File: config.mk
export PLATFORM = sky130hd
export DESIGN_NAME = elevator_motion_ctrl
export DESIGN_NICKNAME = d
export VERILOG_FILES = /design/src/rtl/elevator_motion_ctrl.sv
export SDC_FILE = /design/constraint.sdc
export NUM_CORES = 1
export LEC_CHECK = 0
export CAP_MARGIN = 20
export CELL_PAD_IN_SITES_DETAIL_PLACEMENT = 0
export CELL_PAD_IN_SITES_GLOBAL_PLACEMENT = 1
export CORE_MARGIN = 2
export CORE_UTILIZATION = 54
export CTS_BUF_LIST = sky130_fd_sc_hd__clkbuf_4
export DETAILED_ROUTE_END_ITERATION = 10
export DONT_BUFFER_PORTS = 1
export GPL_TIMING_DRIVEN = 0
export PLACE_DENSITY = 0.94
export RECOVER_POWER = 50
export SYNTH_ARGS = -nofsm -noshare
export SYNTH_HDL_FRONTEND = slang
export SYNTH_SLANG_ARGS = --single-unit
File: constraint.sdc
create_clock -name clk -period 7.6 [get_ports clk]
set_input_delay 0.76 -clock clk [delete_from_list [all_inputs] [get_ports clk]]
set_output_delay 0.76 -clock clk [all_outputs]
set_load 0.01 [all_outputs]
File: src/rtl/elevator_motion_ctrl.sv
// Elevator cab motion controller: consumes a latched floor request, travels floor by
// floor on a timer, dwells with the door open, then signals completion upstream.
module elevator_motion_ctrl #(
    parameter int TRAVEL_CYCLES = 50_000_000,
    parameter int DOOR_CYCLES   = 100_000_000,
    parameter int CNT_W         = 27
) (
    input  logic       clk,
    input  logic       rst_n,
    input  logic [2:0] n_stage,
    input  logic       NextStageDelay,
    output logic       DoneNextStage,
    output logic [1:0] cur_floor,
    output logic       moving_up,
    output logic       moving_down,
    output logic       door_open,
    output logic       busy
);

    typedef enum logic [2:0] {
        IDLE,
        MOVE_UP,
        MOVE_DOWN,
        DOOR,
        DONE
    } state_t;

    localparam logic [CNT_W-1:0] TRAVEL_LAST = CNT_W'(TRAVEL_CYCLES - 1);
    localparam logic [CNT_W-1:0] DOOR_LAST   = CNT_W'(DOOR_CYCLES - 1);

    state_t           state_q, state_d;
    logic [1:0]       floor_q, floor_d;
    logic [1:0]       target_q, target_d;
    logic [CNT_W-1:0] timer_q, timer_d;

    logic       req_valid;
    logic [1:0] req_floor;
    logic [1:0] floor_up, floor_dn;
    logic       travel_done, dwell_done;

    assign req_valid   = !NextStageDelay && n_stage[2];
    assign req_floor   = n_stage[1:0];
    assign floor_up    = floor_q + 2'd1;
    assign floor_dn    = floor_q - 2'd1;
    assign travel_done = (timer_q == TRAVEL_LAST);
    assign dwell_done  = (timer_q == DOOR_LAST);

    always_ff @(posedge clk or negedge rst_n) begin
        if (!rst_n) begin
            state_q  <= IDLE;
            floor_q  <= 2'd0;
            target_q <= 2'd0;
            timer_q  <= '0;
        end else begin
            state_q  <= state_d;
            floor_q  <= floor_d;
            target_q <= target_d;
            timer_q  <= timer_d;
        end
    end

    always_comb begin
        state_d  = state_q;
        floor_d  = floor_q;
        target_d = target_q;
        timer_d  = timer_q;
        case (state_q)
            IDLE: begin
                if (req_valid) begin
                    target_d = req_floor;
                    timer_d  = '0;
                    if (req_floor > floor_q)      state_d = MOVE_UP;
                    else if (req_floor < floor_q) state_d = MOVE_DOWN;
                    else                          state_d = DOOR;
                end
            end
            // Target is 0-3 and motion direction is chosen against it, so the
            // floor arithmetic below can never wrap.
            MOVE_UP: begin
                if (travel_done) begin
                    timer_d = '0;
                    floor_d = floor_up;
                    if (floor_up == target_q) state_d = DOOR;
                end else begin
                    timer_d = timer_q + CNT_W'(1);
                end
            end
            MOVE_DOWN: begin
                if (travel_done) begin
                    timer_d = '0;
                    floor_d = floor_dn;
                    if (floor_dn == target_q) state_d = DOOR;
                end else begin
                    timer_d = timer_q + CNT_W'(1);
                end
            end
            DOOR: begin
                if (dwell_done) begin
                    timer_d = '0;
                    state_d = DONE;
                end else begin
                    timer_d = timer_q + CNT_W'(1);
                end
            end
            DONE: begin
                // A different button pressed before the clear lands is served
                // from IDLE on the next cycle.
                if (NextStageDelay || (req_valid && (req_floor != target_q)))
                    state_d = IDLE;
            end
            default: state_d = IDLE;
        endcase
    end

    assign DoneNextStage = (state_q == DONE);
    assign cur_floor     = floor_q;
    assign moving_up     = (state_q == MOVE_UP);
    assign moving_down   = (state_q == MOVE_DOWN);
    assign door_open     = (state_q == DOOR);
    assign busy          = (state_q != IDLE);

endmodule

### Gate-type map, run 1

(4 px per um)
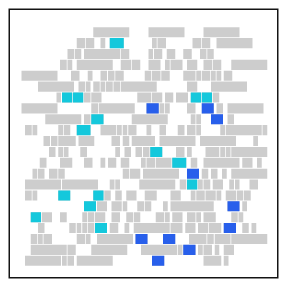
[cyan] AND-OR and OR-AND gates | cells: 15 | most used: a21o_1
[blue] XOR/XNOR gates | cells: 10 | most used: xnor2_1
most frequent logic cell in the layout: sky130_fd_sc_hd__dfrtp_1
Finished Layout Cells: 306
multi-input logic portion of the cell area: 0.515

### Register map, names as in the netlist, run 1

(8 px per um) Other sequential cells in the stronger gray, the rest of the logic in the fainter gray.
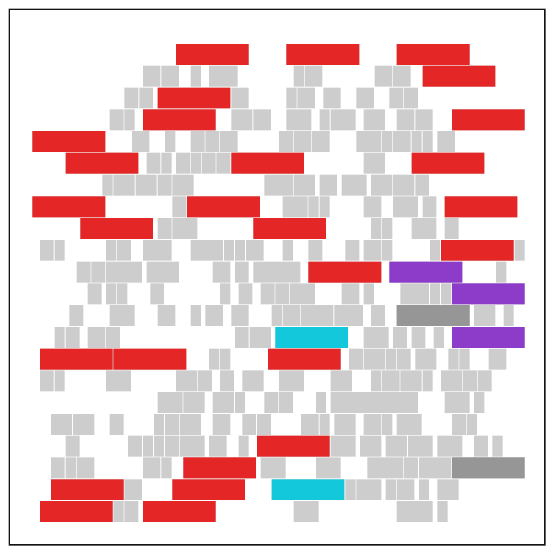
[red] `timer_q` | flops: 27 | where: widely spread
[cyan] `cur_floor` | flops: 2
[purple] `state_q` | flops: 3
not colored: 2
Seq area share: 0.375
Storage cell area: 851 um^2

### A small window of the routed layout, run 1

Region (38, 38) to (63, 63) um. Cells in gray, sequential cells in the stronger gray; small squares are vias.
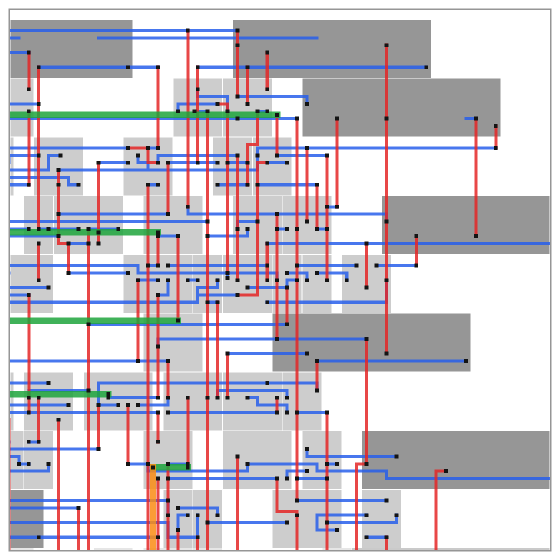
[orange] met4
[green] met3
[blue] met1
[red] met2
cells with their middle in the window: 38
netlist names of flops here include: `timer_q` (6)
most frequent: dfrtp_1 (6), nand2_1 (5)
sequential cells in the window: 6

==> flow.log, run 1 <==
[report] implementation figures
INFO  metric status = complete, no violations
INFO  metric synthXorXnorAreaFrac = 0.0412
INFO  metric log.warning_count = 26
INFO  metric combinational_logic_power = 442 uW
INFO  metric share_of_synthesized_area_spent_on_multiplexers = 0.0100
INFO  metric diodes_inserted = 0
INFO  metric crit_path_start = timer_q[17]
INFO  metric filler_cell_count = 354
INFO  metric netSwitchingFraction = 0.460
INFO  metric worst-r2r-cell-count = 7
INFO  metric post-synth-top-area-fraction = 0.400
INFO  metric logic_area = 0.00117 mm^2
INFO  metric drtIter0Drc = 222
INFO  metric number_of_cells_on_the_critical_path = 7
INFO  metric synthesis.nets = 259
INFO  metric pwr_density_cell = 374 mW/mm^2
INFO  metric synth_flops = 34
INFO  metric worst_slew_pin_slew = 0.700 ns
INFO  metric fin_total_pwr = 849 uW
INFO  metric seq_power_share = 0.314
INFO  metric grt_pass1_wl = 8800 um
INFO  metric gp_congestion = 0.816
INFO  metric post_cts_resized = 0
INFO  metric adder_share = 0.0176
INFO  metric final-clk-cell-share = 0.0364
INFO  metric maxcap_violations = 0
INFO  metric i_o_pin_total = 13
INFO  metric cts_setup_buffers = 0
INFO  metric floorplanUtilization = 0.572
INFO  metric met3_layer_usage_reported_by_global_route = 0.0456
INFO  metric max_flop_register = timer_q
INFO  metric power.switching = 390 uW
INFO  metric comb.multi_input.count = 194
INFO  metric simple_gate_area_frac = 0.302
INFO  metric die-height = 66.8 um
INFO  metric largest_registers_in_the_final_layout = timer_q x27, state_q x3
INFO  metric antenna_found_initial = 0
INFO  metric first_pass_iters = 4
INFO  metric htree_levels = 2
INFO  metric max-vdd-ir-drop = 0.000198 V
INFO  metric synthToLayoutAreaGrowth = 6.71%
INFO  metric pwr-share-comb = 0.520
INFO  metric reg2reg_setup_slack = 4.93 ns
INFO  metric crit_chain = or4b_1 -> or4_1 -> o31a_1 -> nor2_1 -> buf_2 -> o21ai_0 -> a21bo_2
INFO  metric synth_seq_share = 0.400
INFO  metric finalSetupTns = 0 ns
INFO  metric wl_per_cell = 16.8 um
INFO  metric timing.final.crit_period = 2.67 ns
INFO  metric setup.worst_path.class = reg -> reg
INFO  metric synth_warnings = 0
INFO  metric detailed_place_hpwl = 3710 um
INFO  metric dr_total_vias = 1857
INFO  metric top_cells_by_area = sky130_fd_sc_hd__dfrtp_1, sky130_fd_sc_hd__nand2_1, sky130_fd_sc_hd__a21oi_1
INFO  metric tightest_hold_margin = 0.0947 ns
INFO  metric clock-root-buffer = sky130_fd_sc_hd__clkbuf_4
INFO  metric largest_reg_flops = 27
INFO  metric post-route-cell-area = 0.00227 mm^2
INFO  metric hold_viol = 0
INFO  metric grt-ovfl-total = 0
INFO  metric largest_area_contributor_in_the_synthesized_netlist = sky130_fd_sc_hd__dfrtp_1
INFO  metric hold_buffers = 0
INFO  metric grt_setup_unrepaired = false
INFO  metric cpPeakStageDelay = 0.50 ns
INFO  metric grt_util_met2 = 0.418
INFO  metric synth.yosys.num_cells = 250
INFO  metric gate_count_of_the_mapped_netlist = 250
INFO  metric tritoncts = yes
INFO  metric share_of_cells_above_drive_strength_1 = 0.0736
INFO  metric regToRegEndpoint = timer_q[23]
INFO  metric worst_setup_hold_path_clk_slew = 0.11 ns
INFO  metric grt_max_degree = 35
INFO  metric tritoncts_num_sinks = 34
INFO  metric met3RoutedLength = 280 um
INFO  metric cp_data_required_time = 7.84 ns
INFO  metric numCtsBuffers = 5
INFO  metric critical_path.reg2reg.startpoint = timer_q[17]
INFO  metric drt_total_wl = 5130 um
INFO  metric biggestCellCategory = combinational gates
INFO  metric pwr.group.clock = 141 uW
INFO  metric power_frac_clock = 0.166
INFO  metric most_frequently_placed_logic_cells_in_the_final_layout = sky130_fd_sc_hd__dfrtp_1, sky130_fd_sc_hd__nand2_1, sky130_fd_sc_hd__nand3_1, sky130_fd_sc_hd__a21oi_1, sky130_fd_sc_hd__nor2_1
INFO  metric post_dp_cell_area = 0.00219 mm^2
INFO  metric grt-busiest-layer = met2
INFO  metric report.final.setup_viol = 0
INFO  metric globalRouteTotalUtil = 0.268
INFO  metric post-route-drc-count = 0
INFO  metric die_area = 0.00446 mm^2
INFO  metric inv_count = 10
INFO  metric synth_cell_type_count = 45
INFO  metric routed.top_layer = met4
INFO  metric chipWidth = 66.8 um
INFO  metric final_core_occ = 0.611
INFO  metric critPathArrivalTime = 2.91 ns
INFO  metric crit_buf_inv = 1
INFO  metric layout.nonclk_buf_frac = 0.0309
INFO  metric synthesis.area = 0.00213 mm^2
INFO  metric final_critical_path_setup_slack = 4.93 ns
INFO  metric route.met2.wl = 2370 um
INFO  metric internal = 459 uW
[run 1: synthesized netlist by cell type, types with 2 or more instances]
| cell type | n |
|---|---|
| sky130_fd_sc_hd__nor2_1 | 15 |
| sky130_fd_sc_hd__or3_1 | 7 |
| sky130_fd_sc_hd__nand2b_1 | 4 |
| sky130_fd_sc_hd__a31oi_1 | 9 |
| sky130_fd_sc_hd__or3b_2 | 2 |
| sky130_fd_sc_hd__nand2_1 | 30 |
| sky130_fd_sc_hd__xnor2_1 | 8 |
| sky130_fd_sc_hd__nand4_1 | 8 |
| sky130_fd_sc_hd__and4_1 | 4 |
| sky130_fd_sc_hd__o21ai_0 | 13 |
| sky130_fd_sc_hd__inv_1 | 10 |
| sky130_fd_sc_hd__nor3_1 | 10 |
| sky130_fd_sc_hd__xor2_1 | 2 |
| sky130_fd_sc_hd__and3_1 | 3 |
| sky130_fd_sc_hd__dfrtp_1 | 34 |
| sky130_fd_sc_hd__nand3b_1 | 5 |
| sky130_fd_sc_hd__nor4_1 | 3 |
| sky130_fd_sc_hd__nor3b_1 | 3 |
| sky130_fd_sc_hd__a21o_1 | 7 |
| sky130_fd_sc_hd__buf_2 | 2 |
| sky130_fd_sc_hd__buf_6 | 3 |
| sky130_fd_sc_hd__clkbuf_1 | 7 |
| sky130_fd_sc_hd__a22o_1 | 4 |
| sky130_fd_sc_hd__or4_1 | 2 |
| sky130_fd_sc_hd__ha_1 | 3 |
| sky130_fd_sc_hd__a21oi_1 | 16 |
| sky130_fd_sc_hd__nand3_1 | 16 |
| sky130_fd_sc_hd__and2_1 | 3 |
[run 1: logic make-up (layout without fill, tap and decap cells)]
family          after synthesis  after routing
flops                        34             34
xor+xnor                     10             10
fa+ha+maj                     3              3
simple gates                120            120
buf+inv                      22             30
compound gates               59             59
mux                           2              2
==> run 1 -> run 2 <==
--- a/config.mk
+++ b/config.mk
@@ -9,12 +9,12 @@
 export CELL_PAD_IN_SITES_DETAIL_PLACEMENT = 0
 export CELL_PAD_IN_SITES_GLOBAL_PLACEMENT = 1
 export CORE_MARGIN = 2
-export CORE_UTILIZATION = 54
+export CORE_UTILIZATION = 45
 export CTS_BUF_LIST = sky130_fd_sc_hd__clkbuf_4
 export DETAILED_ROUTE_END_ITERATION = 10
 export DONT_BUFFER_PORTS = 1
 export GPL_TIMING_DRIVEN = 0
-export PLACE_DENSITY = 0.94
+export PLACE_DENSITY = 0.84
 export RECOVER_POWER = 50
 export SYNTH_ARGS = -nofsm -noshare
 export SYNTH_HDL_FRONTEND = slang
==> constraint.sdc (replaced) <==
create_clock -name clk -period 2.3 [get_ports clk]
set_input_delay 0.23 -clock clk [delete_from_list [all_inputs] [get_ports clk]]
set_output_delay 0.23 -clock clk [all_outputs]
set_load 0.01 [all_outputs]
### Register map, names as in the netlist, run 2

(6 px per um) Other sequential cells in the stronger gray, the rest of the logic in the fainter gray.
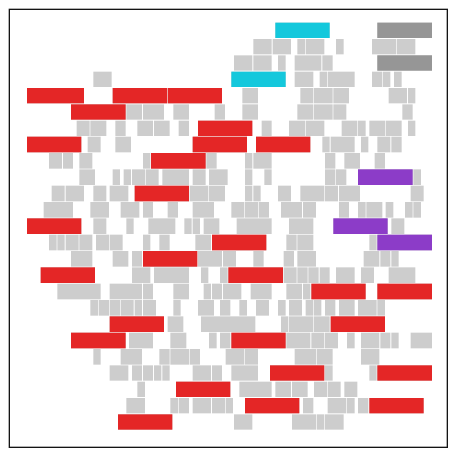
[purple] `state_q` | flops: 3
[red] `timer_q` | flops: 27 | where: widely spread
[cyan] `cur_floor` | flops: 2
not colored: 2
final core occ: 0.547
Storage cell area: 852 um^2
Power Sequential: 864 uW

==> flow.log, run 2 <==
[report] implementation figures
INFO  metric share_of_cells_above_drive_strength_1 = 0.202
INFO  metric synth_seq_share = 0.400
INFO  metric slew_headroom = -0.0545
INFO  metric post-route-drc-count = 0
INFO  metric synthesis.nets = 259
INFO  metric hold_viol = 0
INFO  metric max_flop_register = timer_q
INFO  metric largest_reg_flops = 27
INFO  metric post-route-cell-area = 0.00253 mm^2
INFO  metric largest_registers_in_the_final_layout = timer_q x27, state_q x3
INFO  metric htree_levels = 2
INFO  metric log.warning_count = 29
INFO  metric numCtsBuffers = 5
INFO  metric reg2reg_setup_slack = -0.22 ns
INFO  metric power.switching = 1550 uW
INFO  metric pwr_density_cell = 1340 mW/mm^2
INFO  metric report.final.setup_viol = 24
INFO  metric post-synth-top-area-fraction = 0.400
INFO  metric worst_hold_startpoint = n_stage[1]
INFO  metric drtIter0Drc = 116
INFO  metric grt_setup_unrepaired = true
INFO  metric post_cts_resized = 28
INFO  metric dr_total_vias = 1970
INFO  metric timing.final.crit_period = 2.52 ns
INFO  metric hold_path.class = in -> reg
INFO  metric clock-root-buffer = sky130_fd_sc_hd__clkbuf_4
INFO  metric diodes_inserted = 0
INFO  metric pwr-share-comb = 0.644
INFO  metric synthesis.area = 0.00213 mm^2
INFO  metric cp_data_required_time = 2.52 ns
INFO  metric antenna_found_initial = 0
INFO  metric cp_slowest_cell = sky130_fd_sc_hd__or4b_1
INFO  metric floorplan.rows = 25
INFO  metric power_frac_clock = 0.101
INFO  metric hold_buffers = 2
INFO  metric filler_cell_count = 446
INFO  metric crit_buf_inv = 2
INFO  metric gp_congestion = 0.853
INFO  metric worst-r2r-cell-count = 8
INFO  metric internal = 1840 uW
INFO  metric final-max-slew-violation-count = 35
INFO  metric critical_path.reg2reg.startpoint = timer_q[12]
INFO  metric critPathCapture = timer_q[15]
INFO  metric post_synth.cell_area_avg = 8.51 um^2
INFO  metric post_dp_cell_area = 0.00219 mm^2
INFO  metric maxcap_violations = 1
INFO  metric cts_setup_buffers = 8
INFO  metric critPathArrivalTime = 2.74 ns
INFO  metric grt_pass1_wl = 9230 um
INFO  metric synth.top_cells.by_count = sky130_fd_sc_hd__dfrtp_1, sky130_fd_sc_hd__nand2_1, sky130_fd_sc_hd__a21oi_1, sky130_fd_sc_hd__nand3_1, sky130_fd_sc_hd__nor2_1
INFO  metric wl_per_cell = 17.1 um
INFO  metric tritoncts = yes
INFO  metric critical_path_peak_fanout = 9
INFO  metric worst_setup_hold_path_clk_slew = 0.12 ns
INFO  metric netSwitchingFraction = 0.457
INFO  metric crit_chain = or4b_1 -> or4_4 -> o31a_1 -> or2_1 -> buf_6 -> buf_12 -> a41oi_2 -> a31oi_1
INFO  metric regToRegEndpoint = timer_q[15]
INFO  metric mostFrequentLayoutCell = sky130_fd_sc_hd__dfrtp_1
INFO  metric number_of_cells_on_the_critical_path = 8
INFO  metric whs_path_depth = 1
INFO  metric failing_checks = capacitance limit, slew limit, setup timing
INFO  metric gate_count_of_the_mapped_netlist = 250
INFO  metric netlist.top_cell.by_instances = sky130_fd_sc_hd__dfrtp_1
INFO  metric chipWidth = 72.8 um
INFO  metric floorplanUtilization = 0.459
INFO  metric cpPeakStageDelay = 0.53 ns
INFO  metric i_o_pin_total = 13
INFO  metric seq_power_share = 0.254
INFO  metric synth.yosys.num_cells = 250
INFO  metric ant_nets = 0
INFO  metric largest_area_contributor_in_the_synthesized_netlist = sky130_fd_sc_hd__dfrtp_1
INFO  metric die_area = 0.00529 mm^2
INFO  metric synth_warnings = 0
INFO  metric tritoncts_num_sinks = 34
INFO  metric crit_path_start = timer_q[12]
INFO  metric detailed_place_hpwl = 3600 um
INFO  metric synth_cell_type_count = 45
INFO  metric globalRouteTotalUtil = 0.227
INFO  metric die-height = 72.8 um
INFO  metric drt_total_wl = 5580 um
INFO  metric setup.worst_path.class = reg -> reg
INFO  metric grt-ovfl-total = 0
INFO  metric most_frequently_placed_logic_cells_in_the_final_layout = sky130_fd_sc_hd__dfrtp_1, sky130_fd_sc_hd__nand2_1, sky130_fd_sc_hd__nand3_1
INFO  metric max-vdd-ir-drop = 0.000855 V
INFO  metric avgViaCountPerCell = 6.04
INFO  metric worst_slew_pin_slew = 1.58 ns
INFO  metric synthToLayoutAreaGrowth = 19.1%
INFO  metric synth_flops = 34
INFO  metric final_critical_path_setup_slack = -0.220 ns
INFO  metric status = finished with violations
INFO  metric first_pass_iters = 5
INFO  metric top_cells_by_area = sky130_fd_sc_hd__dfrtp_1, sky130_fd_sc_hd__nand2_1, sky130_fd_sc_hd__a21oi_1
INFO  metric finalSetupTns = -3.97 ns
INFO  metric grt_max_degree = 35
### A small window of the routed layout, run 2

Region (42, 42) to (67, 67) um. Cells in gray, sequential cells in the stronger gray; small squares are vias.
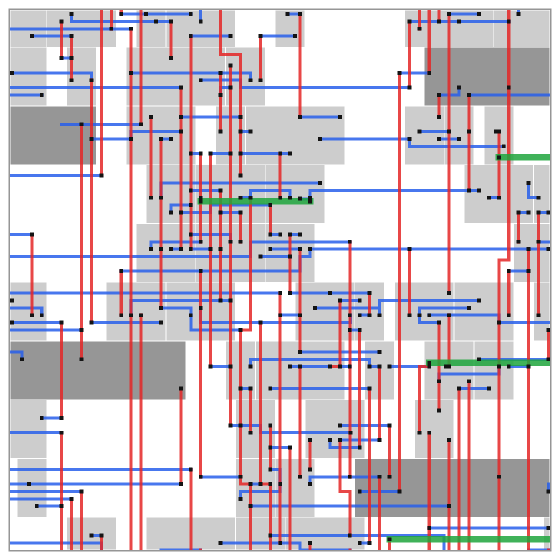
[green] met3
[blue] met1
[red] met2
sequential cells in the window: 3
most frequent: nand2_1 (6), xnor2_1 (6)
cells with their middle in the window: 53

-- run 2: power by group through the flow --
| stage | Sequential (uW) | Clock [uW] | Combinational, uW |
|---|---|---|---|
| floorplan | 839 | 0 | 1130 |
| global placement | 872 | 0 | 1450 |
| detailed placement | 875 | 0 | 1470 |
| CTS | 858 | 350 | 1960 |
| global route | 887 | 371 | 2370 |
| finish | 864 | 344 | 2190 |
-- run 2: logic make-up after synthesis --
family,synth area share
multiplexers,0.0100
adder cells (fa/ha/maj),0.0176
buffers and inverters,0.0506
AND-OR/OR-AND,0.179
AND/OR/NAND/NOR,0.302
flip-flops,0.400
XOR/XNOR,0.0412
-- run 2: stage by stage --
| stage | hold slack (ns) | cells | power (uW) | util | setup slack (ns) |
|---|---|---|---|---|---|
| after global routing | 0.0264 | 326 | 3630 | 0.547 | -0.301 |
| after global placement | -0.0648 | 304 | 2330 | 0.474 | -0.295 |
| final | 0.0308 | 326 | 3400 | 0.547 | -0.220 |
| after CTS | 0.0173 | 323 | 3160 | 0.524 | -0.232 |
| after detailed placement | -0.0648 | 304 | 2340 | 0.474 | -0.317 |
| after floorplan | -0.0656 | 250 | 1970 | - | -0.0658 |
-- run 2: cell type report --
cell class / instances / area (um^2) / share of cell area
plain buffers: 12 / 100 / 0.0395
clock buffers: 6 / 45.0 / 0.0178
clock inverters: 2 / 8.76 / 0.00346
inverters: 10 / 37.5 / 0.0148
multi-input cells: 194 / 1280 / 0.505
flip-flops and latches: 34 / 852 / 0.336
well taps: 54 / 67.6 / 0.0267
repair buffers: 14 / 141 / 0.0558
-- run 2: per-layer routing --
layer / share of wire / GRT usage / vias to the layer above
met5: 0 / 0 / -
met3: 0.058 / 0.0456 / 6
met2: 0.48 / 0.368 / 56
met4: 0.011 / 0.0638 / 0
li1: - / - / 953
met1: 0.45 / 0.310 / 955
==> run 2 -> run 3 <==
--- a/config.mk
+++ b/config.mk
@@ -11,6 +11,7 @@
 export CORE_MARGIN = 2
 export CORE_UTILIZATION = 45
 export CTS_BUF_LIST = sky130_fd_sc_hd__clkbuf_4
+export CTS_CLUSTER_SIZE = 25
 export DETAILED_ROUTE_END_ITERATION = 10
 export DONT_BUFFER_PORTS = 1
 export GPL_TIMING_DRIVEN = 0
### Gate-type map, run 3

(4 px per um)
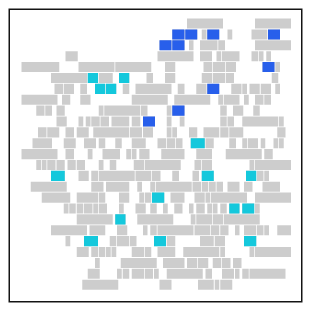
[blue] XOR/XNOR gates | cells: 10 | most used: xnor2_1
[cyan] AND-OR and OR-AND gates | cells: 15 | most used: a21o_1
multi-input logic portion of the cell area: 0.505
Finished Layout Cells: 326

==> flow.log, run 3 <==
[report] implementation figures
INFO  metric post_synth.cell_area_avg = 8.51 um^2
INFO  metric status = finished with violations
INFO  metric top_cells_by_area = sky130_fd_sc_hd__dfrtp_1, sky130_fd_sc_hd__nand2_1, sky130_fd_sc_hd__a21oi_1
INFO  metric hold_viol = 0
INFO  metric gp_congestion = 0.853
INFO  metric post-route-cell-area = 0.00253 mm^2
INFO  metric tritoncts_num_sinks = 34
INFO  metric synth.top_cells.by_count = sky130_fd_sc_hd__dfrtp_1, sky130_fd_sc_hd__nand2_1, sky130_fd_sc_hd__a21oi_1, sky130_fd_sc_hd__nand3_1, sky130_fd_sc_hd__nor2_1
INFO  metric clock-root-buffer = sky130_fd_sc_hd__clkbuf_4
INFO  metric cp_data_required_time = 2.52 ns
INFO  metric crit_buf_inv = 2
INFO  metric slew_headroom = -0.0545
INFO  metric share_of_cells_above_drive_strength_1 = 0.202
INFO  metric whs_path_depth = 1
INFO  metric chip_area_line_of_the_yosys_report = 0.00213 mm^2
INFO  metric grt_max_degree = 35
INFO  metric failing_checks = capacitance limit, slew limit, setup timing
INFO  metric floorplan.rows = 25
INFO  metric htree_levels = 2
INFO  metric tightest_hold_margin = 0.0308 ns
INFO  metric critPathArrivalTime = 2.74 ns
INFO  metric post_dp_cell_area = 0.00219 mm^2
INFO  metric hold_path.class = in -> reg
INFO  metric final_critical_path_setup_slack = -0.220 ns
INFO  metric netlist.top_cell.by_instances = sky130_fd_sc_hd__dfrtp_1
INFO  metric die-height = 72.8 um
INFO  metric final_core_occ = 0.547
INFO  metric most_frequently_placed_logic_cells_in_the_final_layout = sky130_fd_sc_hd__dfrtp_1, sky130_fd_sc_hd__nand2_1, sky130_fd_sc_hd__nand3_1
INFO  metric synth_cell_type_count = 45
INFO  metric detailed_place_hpwl = 3600 um
INFO  metric report.final.setup_viol = 24
INFO  metric synthesis.area = 0.00213 mm^2
INFO  metric cp_slowest_cell = sky130_fd_sc_hd__or4b_1
INFO  metric number_of_cells_on_the_critical_path = 8
INFO  metric wl_per_cell = 17.1 um
INFO  metric max_flop_register = timer_q
INFO  metric synthesis.nets = 259
INFO  metric largest_reg_flops = 27
INFO  metric largest_area_contributor_in_the_synthesized_netlist = sky130_fd_sc_hd__dfrtp_1
INFO  metric final-max-slew-violation-count = 35
INFO  metric cpPeakStageDelay = 0.53 ns
INFO  metric log.warning_count = 29
INFO  metric ant_nets = 0
INFO  metric drtIter0Drc = 116
INFO  metric grt_pass1_wl = 9230 um
INFO  metric max-clock-path-buffers = 2
INFO  metric globalRouteTotalUtil = 0.227
INFO  metric avgViaCountPerCell = 6.04
INFO  metric die_area = 0.00529 mm^2
INFO  metric place_worst_setup_slack = -0.317 ns
INFO  metric core-area = 0.00463 mm^2
INFO  metric chipWidth = 72.8 um
INFO  metric fin_total_pwr = 3400 uW
INFO  metric synth_warnings = 0
INFO  metric synthToLayoutAreaGrowth = 19.1%
INFO  metric post-synth-top-area-fraction = 0.400
INFO  metric maxcap_violations = 1
INFO  metric timing.final.crit_period = 2.52 ns
INFO  metric reg2reg_setup_slack = -0.22 ns
INFO  metric grt_setup_unrepaired = true
INFO  metric critical_path_peak_fanout = 9
INFO  metric pwr_density_cell = 1340 mW/mm^2
INFO  metric final_min_period_over_clock_period = 1.10
INFO  metric gate_count_of_the_mapped_netlist = 250
INFO  metric worst_slew_pin_slew = 1.58 ns
INFO  metric floorplanUtilization = 0.459
INFO  metric worst_setup_hold_path_clk_slew = 0.12 ns
INFO  metric tritoncts = yes
INFO  metric numCtsBuffers = 5
INFO  metric synth_seq_share = 0.400
INFO  metric diodes_inserted = 0
INFO  metric i_o_pin_total = 13
INFO  metric setup.worst_path.class = reg -> reg
INFO  metric first_pass_iters = 5
INFO  metric worst-r2r-cell-count = 8
INFO  metric synth_flops = 34
### Signal wires on met1, run 3

(4 px per um)
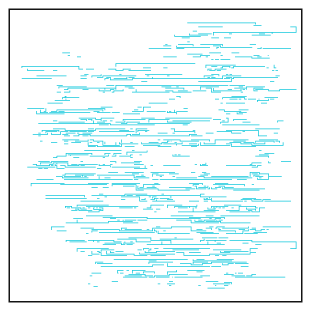
share of all routed wire: 45%
wire length on this layer: 2510 um
main direction: horizontal
longest straight run: 28.1 um
nets with wire on the layer: 262
met1 Track Usage GR: 0.310
total via count in the routed design: 1970
drt total wl: 5580 um

==> run 3: cell counts after synthesis <==
Identical to the previous run, type by type.
==> run 3: where the power goes <==
part           internal [uW]  switching (uW)  total [uW]
logic                    995            1190        2190
registers                722             142         864
clock network            127             217         344
total                   1840            1550        3400
==> run 3: layer usage <==
metal / vias to the layer above / track usage / part of all wire
met2: 56 / 0.368 / 0.48
li1: 953 / - / -
met4: 0 / 0.0638 / 0.011
met3: 6 / 0.0456 / 0.058
met1: 955 / 0.310 / 0.45
met5: - / 0 / 0
==> run 3: layout make-up <==
type	count	area, um^2
Inverter	10	37.5
Sequential cell	34	852
Multi-Input combinational cell	194	1280
Clock inverter	2	8.76
Tap cell	54	67.6
Timing Repair Buffer	14	141
Fill cell	446	2100
Buffer	12	100
Clock buffer	6	45.0
==> run 3: cell families after synthesis <==
kind of cell | Yosys count | synth area share
adder cells (fa/ha/maj) | 3 | 0.0176
buffers and inverters | 22 | 0.0506
XOR/XNOR | 10 | 0.0412
AND-OR/OR-AND | 59 | 0.179
flip-flops | 34 | 0.400
multiplexers | 2 | 0.0100
AND/OR/NAND/NOR | 120 | 0.302
==> run 3: final timing paths <==
path | startpoint | end
max in group asynchronous | rst_n | timer_q[17]
max | timer_q[12] | timer_q[15]
min reg2reg | timer_q[22] | timer_q[22]
min in group asynchronous | rst_n | state_q[2]
min | n_stage[1] | target_q[1]
max reg2reg | timer_q[12] | timer_q[15]
==> run 3: what timing repair did <==
item                                    in CTS  in global routing
hold endpoints to repair                    34                  0
endpoints found under the setup margin      29                 30
resized                                     28                 19
buffers inserted                             8                  3
hold buffers                                 2                  0
pin swaps                                    9                  2
gates cloned                                 1                  1
Power figures rest on the tool's default switching activity, not on a simulated workload.
